### Sequential cells colored by netlist name

Other sequential cells in the stronger gray, the rest of the logic in the fainter gray.
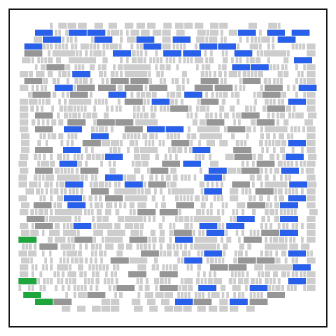
### Pin placement

Pins as bars across the die edge, other pins in gray.
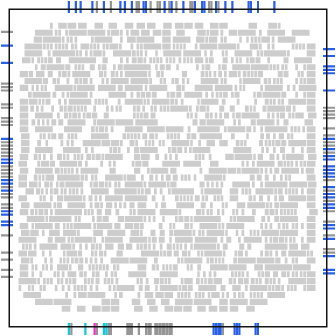
### Routed clock nets over the placement

Scale bar: 20 µm.
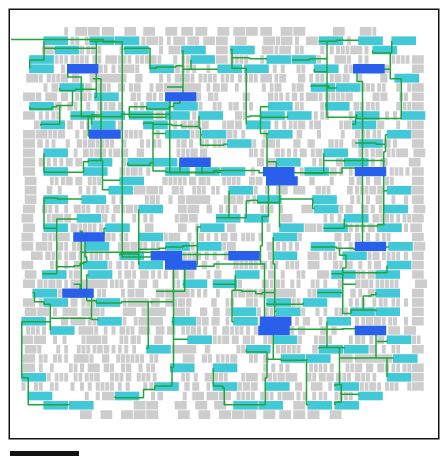
`src/rtl/ex_mem_stage_buf.sv`:
```
// ex_mem_stage_buf
//   EX/MEM pipeline stage with a valid/ready handshake, a 2-entry skid buffer
//   and a synchronous flush. The payload and control field are opaque and
//   their widths are set by parameters. While no valid entry is presented,
//   out_ctrl is driven to CTRL_BUBBLE, so a bubble can never write memory or
//   the register file.
//
// Ports
//   clk        rising-edge clock
//   rst        synchronous active-high reset
//   flush      synchronous kill of every held entry
//   in_valid   EX presents an instruction
//   in_ready   stage can accept (registered, = ~s_valid)
//   in_data    payload from EX   [DATA_W]
//   in_ctrl    control from EX   [CTRL_W]
//   out_valid  main entry valid
//   out_ready  MEM accepts (0 = stall)
//   out_data   payload to MEM    [DATA_W]
//   out_ctrl   control to MEM    [CTRL_W], CTRL_BUBBLE when out_valid=0
//
// State is implied by the two valid bits:
//   state | meaning
//   EMPTY | m_valid=0 s_valid=0, nothing held
//   ONE   | m_valid=1 s_valid=0, main drives outputs, skid free
//   TWO   | m_valid=1 s_valid=1, skid holds the overflow beat, in_ready=0
//   (m_valid=0 s_valid=1 is unreachable)

module ex_mem_stage_buf #(
  parameter int unsigned              DATA_W      = 69,
  parameter int unsigned              CTRL_W      = 4,
  parameter logic [CTRL_W-1:0]        CTRL_BUBBLE = '0
) (
  input  logic              clk,
  input  logic              rst,
  input  logic              flush,
  input  logic              in_valid,
  output logic              in_ready,
  input  logic [DATA_W-1:0] in_data,
  input  logic [CTRL_W-1:0] in_ctrl,
  output logic              out_valid,
  input  logic              out_ready,
  output logic [DATA_W-1:0] out_data,
  output logic [CTRL_W-1:0] out_ctrl
);

  logic              m_valid, s_valid;
  logic [DATA_W-1:0] m_data,  s_data;
  logic [CTRL_W-1:0] m_ctrl,  s_ctrl;

  logic              m_valid_d, s_valid_d;
  logic [DATA_W-1:0] m_data_d,  s_data_d;
  logic [CTRL_W-1:0] m_ctrl_d,  s_ctrl_d;

  logic in_fire, out_fire;

  // in_ready comes straight from a flop, so out_ready never reaches it
  // combinationally; the skid entry absorbs the beat accepted meanwhile.
  assign in_ready  = ~s_valid;
  assign out_valid = m_valid;
  assign out_data  = m_data;
  assign out_ctrl  = m_valid ? m_ctrl : CTRL_BUBBLE;

  assign in_fire  = in_valid & in_ready;
  assign out_fire = out_valid & out_ready;

  always_comb begin
    m_valid_d = m_valid;
    m_data_d  = m_data;
    m_ctrl_d  = m_ctrl;
    s_valid_d = s_valid;
    s_data_d  = s_data;
    s_ctrl_d  = s_ctrl;

    if (flush) begin
      // Data is kept; only the valids and control are killed. A coincident
      // out_fire has already been sampled by MEM, so nothing else to do.
      m_valid_d = 1'b0;
      s_valid_d = 1'b0;
      m_ctrl_d  = CTRL_BUBBLE;
      s_ctrl_d  = CTRL_BUBBLE;
    end else begin
      case ({m_valid, s_valid})
        2'b00: begin
          if (in_fire) begin
            m_valid_d = 1'b1;
            m_data_d  = in_data;
            m_ctrl_d  = in_ctrl;
          end
        end
        2'b10: begin
          if (out_fire && in_fire) begin
            m_data_d = in_data;
            m_ctrl_d = in_ctrl;
          end else if (out_fire) begin
            m_valid_d = 1'b0;
          end else if (in_fire) begin
            s_valid_d = 1'b1;
            s_data_d  = in_data;
            s_ctrl_d  = in_ctrl;
          end
        end
        2'b11: begin
          if (out_fire) begin
            m_data_d  = s_data;
            m_ctrl_d  = s_ctrl;
            s_valid_d = 1'b0;
          end
        end
        default: begin
          // Unreachable; drop to EMPTY rather than expose an orphaned skid beat.
          m_valid_d = 1'b0;
          s_valid_d = 1'b0;
          m_ctrl_d  = CTRL_BUBBLE;
          s_ctrl_d  = CTRL_BUBBLE;
        end
      endcase
    end
  end

  always_ff @(posedge clk) begin
    if (rst) begin
      m_valid <= 1'b0;
      s_valid <= 1'b0;
      m_data  <= '0;
      s_data  <= '0;
      m_ctrl  <= CTRL_BUBBLE;
      s_ctrl  <= CTRL_BUBBLE;
    end else begin
      m_valid <= m_valid_d;
      s_valid <= s_valid_d;
      m_data  <= m_data_d;
      s_data  <= s_data_d;
      m_ctrl  <= m_ctrl_d;
      s_ctrl  <= s_ctrl_d;
    end
  end

endmodule
```
`config.mk`:
```
export PLATFORM = sky130hd
export DESIGN_NAME = ex_mem_stage_buf
export DESIGN_NICKNAME = d
export VERILOG_FILES = /design/src/rtl/ex_mem_stage_buf.sv
export SDC_FILE = /design/constraint.sdc
export NUM_CORES = 1
export LEC_CHECK = 0
export ABC_AREA = 1
export CAP_MARGIN = 20
export CORE_MARGIN = 3
export CORE_UTILIZATION = 52
export CTS_CLUSTER_DIAMETER = 80
export DETAILED_ROUTE_END_ITERATION = 6
export HOLD_SLACK_MARGIN = 0.08
export PLACE_DENSITY_LB_ADDON = 0.1
export SYNTH_ARGS = -nofsm -noshare
export SYNTH_HDL_FRONTEND = slang
export SYNTH_SLANG_ARGS = --single-unit
```
`constraint.sdc`:
```
create_clock -name clk -period 2.7 [get_ports clk]
set_input_delay 0.27 -clock clk [delete_from_list [all_inputs] [get_ports clk]]
set_output_delay 0.27 -clock clk [all_outputs]
set_load 0.05 [all_outputs]
```
==> flow_summary_export.csv <==
group,metric,value,unit
drt,drc,0,
synth,syn_area,7307,µm²
synth,yosysSeqAreaShare,0.4055,
worst_setup_path,startpoint_type,"flip-flop",
job,max_cap_violations,0,
clock_network,clock-root-buffer,"clkbuf_16",
grt,busiest_layer,"met2",
synth,topCellsByArea,"dfxtp_1 (41%), nand2_1 (17%), nor2_1 (12%), inv_1 (7.3%), and2_0 (5.9%)",
worst_setup_path,reg2regPathDepth,10,
clock_network,postCtsSetupBuffers,0,
sta,fmax,0.4444,GHz
synth,syn_avg_cell_area,6.305,µm²
layout,stdcell_count,1466,
sta,slew_viol_final,0,
worst_setup_path,cp.arrival,1.98,ns
die,core_area,13510,µm²
worst_setup_path,crit_chain,"nand2_1 > inv_1 > clkdlybuf4s50_1",
drt,highest_layer,"met5",
min_path,hold_class,"reg2reg",
clock_network,clkSinkCount,148,
die,dieArea,15510,µm²
synth,yosys_cells,1159,
drt,via_per_inst,4.859,
drt,dr_wl_met2,8742,µm
outcome,status,"completed",
drt,drt_wl_total,18730,µm
synth,ys.warnings.count,0,
synth,ys_sh_mux,0,
sta,setup_violations,0,
synth,synthAoiAreaFrac,0.05205,
job,warnings,31,
sta,final_hold_viol_count,0,
pwr,power.leakage,0.004329,µW
grt,grt_max_degree,57,
synth,synth_nets,1243,
place,place_ws,0.5393,ns
Back to the opening pictures, 'Sequential cells colored by netlist name':
legend:
  m_ctrl:
    color: green
    flops: 4
    where: bottom left
  out_data:
    color: blue
    flops: 69
    where: all over the die
not colored: 75

Back to the opening pictures, 'Pin placement':
legend:
  out_data:
    color: blue
    pins: 69
    direction: output
    edge: 25 right, 23 top, 12 left, 9 bottom
  in_ctrl:
    color: cyan
    pins: 4
    direction: input
    edge: bottom
  out_ready:
    color: magenta
    pins: 1
    direction: input
    edge: bottom

Back to the opening pictures, 'Routed clock nets over the placement':
legend:
  clock wires:
    color: green
    length: 1,880 µm
  flip-flops:
    color: cyan
    count: 148
  clock drivers:
    color: blue
    count: 17
routed clock nets: 18
Latency at later pin: 0.43 ns
P_clk: 2560 µW
clock skew: 0.007878 ns
clock share of power: 0.397

final timing paths:
| path | startpoint | to | slack, ns |
|---|---|---|---|
| worst min register to register | s_data[22]$_SDFFE_PP0P_ | s_data[22]$_SDFFE_PP0P_ | 0.48 |
| worst min-delay path | s_data[22]$_SDFFE_PP0P_ | s_data[22]$_SDFFE_PP0P_ | 0.48 |
| worst max-delay path | out_valid$_SDFFE_PP0P_ | out_ctrl[2] | 0.45 |
| worst max register to register | out_valid$_SDFFE_PP0P_ | out_data[13]$_SDFFE_PP0P_ | 0.48 |
Yosys cell counts:
master      n
ha_1        6
nand4_1    69
inv_1     142
o21ai_0    73
buf_6       2
clkbuf_2    1
buf_1       9
dfxtp_1   148
nand2_2     2
nand2_1   327
nand3_4     1
buf_2      14
clkbuf_1   47
inv_2      10
nor2_1    233
and2_0     69
a21oi_1     3
nand3_1     3
final cells by class:
cell class | count | area, µm² | area share
multi-input combinational | 786 | 3481 | 0.3623
sequential | 148 | 2963 | 0.3084
timing repair buffer | 172 | 1734 | 0.1805
inverter | 152 | 571.8 | 0.05951
clock buffer | 17 | 425.4 | 0.04428
tap | 176 | 220.2 | 0.02292
clock inverter | 15 | 212.7 | 0.02214
power by group:
group	internal (µW)	switching (µW)	leakage, µW	total, µW
Sequential	2340	85.1	0.00121	2420
Combinational	539	941	0.00282	1480
Clock	1630	937	0.000300	2560
registers in the layout, summed over array words and instances (netlist names):
name and flops:
m_ctrl 4, out_data 69, out_valid 1, s_ctrl 4
s_data 69, s_valid 1
worst max-delay path, delay by kind of cell, from the launching register on:
| family | cells | cell delay, ns |
|---|---|---|
| buffers and inverters | 2 | 0.86 |
| flip-flops | 1 | 0.58 |
| AND/OR/NAND/NOR | 1 | 0.11 |
No activity file was given, so power comes from the tool's default toggle rates.
